--- config.mk ---
export PLATFORM = sky130hd
export DESIGN_NAME = d16_mem_arbiter
export DESIGN_NICKNAME = d
export VERILOG_FILES = /design/src/rtl/d16_mem_arbiter_pkg.sv /design/src/rtl/d16_arb_pick.sv /design/src/rtl/d16_mem_arbiter.sv
export SDC_FILE = /design/constraint.sdc
export NUM_CORES = 1
export LEC_CHECK = 0
export CORE_AREA = 3 3 98 100
export CTS_BUF_LIST = sky130_fd_sc_hd__clkbuf_2
export DETAILED_ROUTE_END_ITERATION = 8
export DIE_AREA = 0 0 101 103
export PLACE_DENSITY = 0.81
export SLEW_MARGIN = 20
export SYNTH_ARGS = -nofsm -noshare
export SYNTH_HDL_FRONTEND = slang
export SYNTH_SLANG_ARGS = --single-unit
--- constraint.sdc ---
create_clock -name sys_clk -period 1.75 [get_ports sys_clk]
set_input_delay 0.175 -clock sys_clk [delete_from_list [all_inputs] [get_ports sys_clk]]
set_output_delay 0.175 -clock sys_clk [all_outputs]
set_load 0.1 [all_outputs]
--- src/rtl/d16_mem_arbiter_pkg.sv ---
// d16 memory arbiter shared types.
// State and grant encodings used by the arbiter and its grant chooser.
package d16_mem_arbiter_pkg;

  typedef enum logic [1:0] {
    D16_ARB_IDLE  = 2'd0,
    D16_ARB_ISSUE = 2'd1,
    D16_ARB_WAIT  = 2'd2,
    D16_ARB_DONE  = 2'd3
  } arb_state_t;

  localparam logic D16_ARB_GNT_INS  = 1'b0;
  localparam logic D16_ARB_GNT_DATA = 1'b1;

  function automatic logic [1:0] hw_we(input logic hsel);
    return hsel ? 2'b10 : 2'b01;
  endfunction

endpackage

--- src/rtl/d16_arb_pick.sv ---
// d16 arbiter grant chooser.
// Combinational pick between fetch and data requests.
module d16_arb_pick
  import d16_mem_arbiter_pkg::*;
#(
  parameter int DATA_PRIO = 0
) (
  input  logic ins_req,
  input  logic data_req,
  input  logic last_grant,
  output logic gnt,
  output logic valid
);

  always_comb begin
    valid = ins_req | data_req;
    gnt   = D16_ARB_GNT_INS;
    if (ins_req && data_req) begin
      // on conflict, round-robin favours whoever was not served last
      if (DATA_PRIO != 0) begin
        gnt = D16_ARB_GNT_DATA;
      end else if (last_grant == D16_ARB_GNT_INS) begin
        gnt = D16_ARB_GNT_DATA;
      end else begin
        gnt = D16_ARB_GNT_INS;
      end
    end else if (data_req) begin
      gnt = D16_ARB_GNT_DATA;
    end
  end

endmodule

--- src/rtl/d16_mem_arbiter.sv ---
// d16 single-port memory arbiter.
// Serialises fetch and halfword data accesses onto one word memory.
module d16_mem_arbiter
  import d16_mem_arbiter_pkg::*;
#(
  parameter int DATA_PRIO = 0,
  parameter int MEM_AW    = 14
) (
  input  logic              sys_clk,
  input  logic              sys_rst,
  input  logic              ins_req,
  input  logic [15:0]       ins_a,
  output logic [31:0]       ins_di,
  output logic              ins_ack,
  input  logic              data_req,
  input  logic              data_we,
  input  logic [15:0]       data_a,
  input  logic [15:0]       data_do,
  output logic [15:0]       data_di,
  output logic              data_ack,
  output logic [MEM_AW-1:0] mem_a,
  output logic              mem_re,
  output logic [1:0]        mem_we,
  output logic [31:0]       mem_wd,
  input  logic [31:0]       mem_rd
);

  arb_state_t        state;
  arb_state_t        state_nx;
  logic              gnt_q;
  logic              last_grant;
  logic              we_q;
  logic              hsel_q;
  logic [MEM_AW-1:0] a_q;
  logic              pick_gnt;
  logic              pick_valid;
  logic [15:0]       win_a;
  logic              take;
  logic              unused_abits;

  d16_arb_pick #(
    .DATA_PRIO(DATA_PRIO)
  ) u_pick (
    .ins_req   (ins_req),
    .data_req  (data_req),
    .last_grant(last_grant),
    .gnt       (pick_gnt),
    .valid     (pick_valid)
  );

  assign win_a = (pick_gnt == D16_ARB_GNT_DATA) ? data_a : ins_a;
  assign take  = (state == D16_ARB_IDLE) && pick_valid;
  assign unused_abits = ^win_a[1:0];

  always_ff @(posedge sys_clk) begin
    if (sys_rst) begin
      state <= D16_ARB_IDLE;
    end else begin
      state <= state_nx;
    end
  end

  always_comb begin
    state_nx = state;
    unique case (state)
      D16_ARB_IDLE:  if (pick_valid) state_nx = D16_ARB_ISSUE;
      D16_ARB_ISSUE: state_nx = we_q ? D16_ARB_DONE : D16_ARB_WAIT;
      D16_ARB_WAIT:  state_nx = D16_ARB_DONE;
      D16_ARB_DONE:  state_nx = D16_ARB_IDLE;
      default:       state_nx = D16_ARB_IDLE;
    endcase
  end

  always_ff @(posedge sys_clk) begin
    if (sys_rst) begin
      gnt_q      <= D16_ARB_GNT_INS;
      last_grant <= D16_ARB_GNT_INS;
      we_q       <= 1'b0;
      hsel_q     <= 1'b0;
      a_q        <= '0;
      mem_wd     <= '0;
      ins_di     <= '0;
      data_di    <= '0;
    end else begin
      if (take) begin
        gnt_q      <= pick_gnt;
        last_grant <= pick_gnt;
        we_q       <= (pick_gnt == D16_ARB_GNT_DATA) && data_we;
        hsel_q     <= data_a[1];
        a_q        <= win_a[MEM_AW+1:2];
        if ((pick_gnt == D16_ARB_GNT_DATA) && data_we) begin
          mem_wd <= {data_do, data_do};
        end
      end
      if (state == D16_ARB_WAIT) begin
        if (gnt_q == D16_ARB_GNT_INS) begin
          ins_di <= mem_rd;
        end else begin
          data_di <= hsel_q ? mem_rd[31:16] : mem_rd[15:0];
        end
      end
    end
  end

  // a store caught by reset in ISSUE must never reach the array
  always_comb begin
    mem_a    = a_q;
    mem_re   = (state == D16_ARB_ISSUE) && !we_q;
    mem_we   = 2'b00;
    if ((state == D16_ARB_ISSUE) && we_q && !sys_rst) begin
      mem_we = hw_we(hsel_q);
    end
    ins_ack  = (state == D16_ARB_DONE) && (gnt_q == D16_ARB_GNT_INS);
    data_ack = (state == D16_ARB_DONE) && (gnt_q == D16_ARB_GNT_DATA);
  end

endmodule

==> job_summary.md <==
### Yosys + OpenROAD results

| Metric | Value |
|---|---|
| Status | finished, violations left |
| Failing checks | setup timing |
| Share of layout cells above drive strength 1 | 0.2561 |
| Worst Setup EP | mem_we[1] |
| First-pass GRT wire length | 15.75 mm |
| Worst Path Required | 1570 ps |
| Top sig layer | met4 |
| Worst-path cell chain | inv_2 -> ha_4 -> nand2_4 -> nor3b_4 -> buf_12 |
| Fill cell count | 769 |
| CTS Sinks | 83 |
| DRT Wirelength | 10.40 mm |
| Setup WS post-layout | -3.453 ps |
| Grt total ovfl | 0 |
| Ys Warns | 0 |
| Root Buffer | clkbuf_2 |
| Post-DR vias/cell | 5.009 |
| Worst slew pin tran | 430.8 ps |
| CP Capture Type | output port |
| Gate power share | 0.614 |
| FF-to-FF End | state[0]$_SDFFE_PP0P_ |
| Final HPWL DP | 7.699 mm |
| Drt first pass iters | 4 |
| Largest net degree at the start of global routing | 33 |
| CTS tree | built |
| Top cells by area | dfxtp_1, mux2i_1, nand2_1, a21oi_1, a211oi_1 |
| Switching Fraction | 0.5571 |
| Hold_sp | sys_rst |
| Int Power | 3.859 mW |
| Period minus WS final | 1753 ps |
| Post-route DRC | 0 |
| Yosys stat chip area | 3583 µm² |
| RePlAce Congestion | 0.7773 |
| Post_cts resized | 11 |
| # setup viols final | 1 |
| Seq pwr share | 0.288 |
| Hold slack | 118.5 ps |
| Port Buffers | 180 |
| Worst-path clk slew | 220 ps |
| Antenna Cells | 0 |
| Via count | 3436 |
| Hold Fails Final Rpt | 0 |
| Worst path max stage delay | 370 ps |
| P_comb | 5.35 mW |
| Largest delay share family, worst path | flip-flops |
| Worst clock skew | 24.28 ps |
| Yosys top cell area share | 0.4637 |
| Tcrit/Tclk final | 1.002 |
| RSZ-0062 raised after global routing | true |
| Clk buf depth | 2 |
| Standard-cell rows | 34 |
| Top Consumer | combinational logic |
| Metal1 wirelength | 4.253 mm |
| Top cells by count | dfxtp_1, nand2_1, a21oi_1 |
| Mapped Area | 3583 µm² |
| Antenna violations before repair | 0 |
| Synth top cell by count | dfxtp_1 |
| Max Slew Vio Count | 0 |
| Remaining antenna violation count | 0 |
| Synthesized registers | 83 |
| Dominant register cell | dfxtp_1 |
| CTS Buf Count | 9 |
| Crit Path Class | reg -> out |
| Met2 Resource Use GR | 0.3362 |
| Leading area contributor after synthesis | dfxtp_1 |
| Hold Path End | hsel_q$_SDFFE_PP0P_ |
| Worst Setup Start Kind | register |
| Syn-to-layout area delta | 50.70% |
| Ys async rst share | 0 |
==> placed cells by master (no fill, tap or decap), drive strengths merged, types with 4 or more instances in the layout <==
master         Yosys  final
a211oi            31     31
a21oi             49     49
clkdlybuf4s50      0     80
dfxtp             83     83
nand2             81     81
nand2b            33     33
nor2              31     31
mux2i             33     33
buf               33    116
clkinv             0      4
ha                 5      5
clkbuf            14      9
==> registers in the layout, indices dropped and copies added (netlist names) <==
register	flops
data_di	16
hsel_q	1
ins_di	32
last_grant	1
mem_a	14
mem_wd	16
state	2
we_q	1
==> through the flow <==
step | util | worst slack [ps] | total power [mW] | instances
final | 0.6162 | -3.453 | 8.713 | 686
after global routing | 0.6162 | -124.9 | 9.133 | 686
after CTS | 0.6156 | -86.36 | 8.796 | 686
after detailed placement | 0.5999 | 61.04 | 7.842 | 668
after global placement | 0.5999 | 143.4 | 7.758 | 668
after floorplan | - | -55.40 | 6.541 | 413
==> worst register-to-register path, delay by kind of cell, from the launching register on <==
| family | cells | cell delay, ps |
|---|---|---|
| compound gates | 2 | 530 |
| flops | 1 | 420 |
| fa+ha+maj | 1 | 290 |
| simple gates | 1 | 200 |
| buf+inv | 1 | 110 |
==> cell families after synthesis <==
logic type               Yosys count  synth area share
AND/OR/NAND/NOR                  155            0.1924
buffers and inverters             49           0.07751
multiplexers                      33           0.09218
AND-OR/OR-AND                     88            0.1568
adder cells (fa/ha/maj)            5           0.01746
flip-flops                        83            0.4637
==> cell type report <==
cell class                      instances  area [µm²]  share of cell area
Clock buffer                            9       45.04            0.008341
Inverter                                2       7.507            0.001390
Multi-Input combinational cell        281        1709              0.3165
Clock inverter                          7       43.79            0.008109
Sequential cell                        83        1665              0.3084
Tap cell                              108       135.1             0.02502
Timing Repair Buffer                  196        1794              0.3323
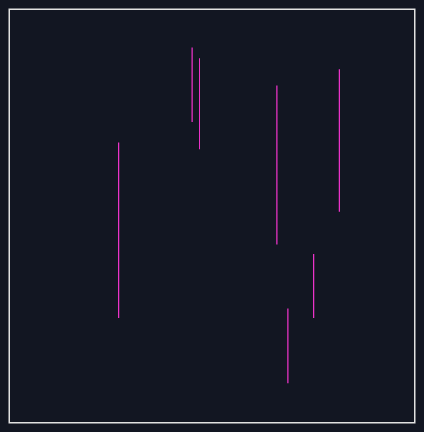
(the metal 4 layer)
Drawn at 4 px/µm.
The longest straight run is 43.5 µm. The wires run mostly vertical. 6 nets have wire on it. The layer holds 1.9% of the routed length.

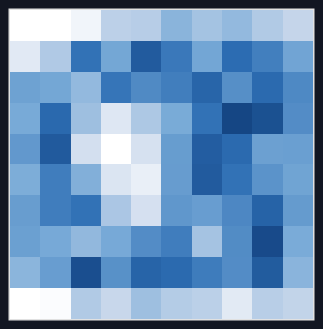
(cell density map)
Drawn at 3 px/µm. 10 x 10 tiles, from white (low) to dark blue (high), 0 to 100% covered.
The emptiest ninth of the die: top left. 5.0% of the tiles are nearly empty. The densest ninth of the die: right middle. 17% of the tiles are over 75% full. The fullest tile reaches 91%.

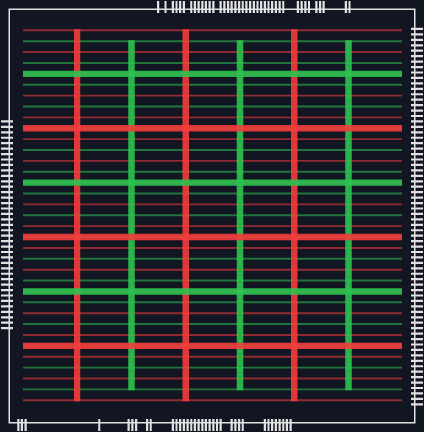
(supply network)
Drawn at 4 px/µm. Pins as bars on the die edge.
Key: VDD = green; VSS = red
6 straps on met5. The core has 34 rows. 35 met1 rails follow the rows.

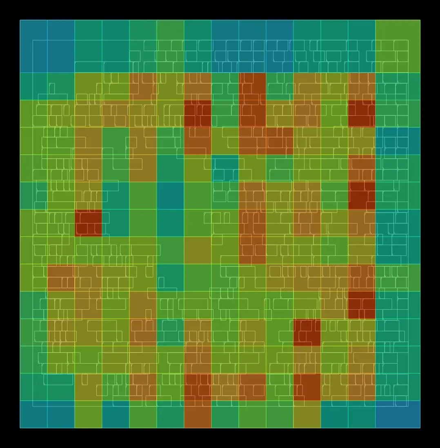
(routing congestion map)
WL per Instance: 15.16 µm
GRT busiest layer: met2

No activity file was given, so power comes from the tool's default toggle rates.
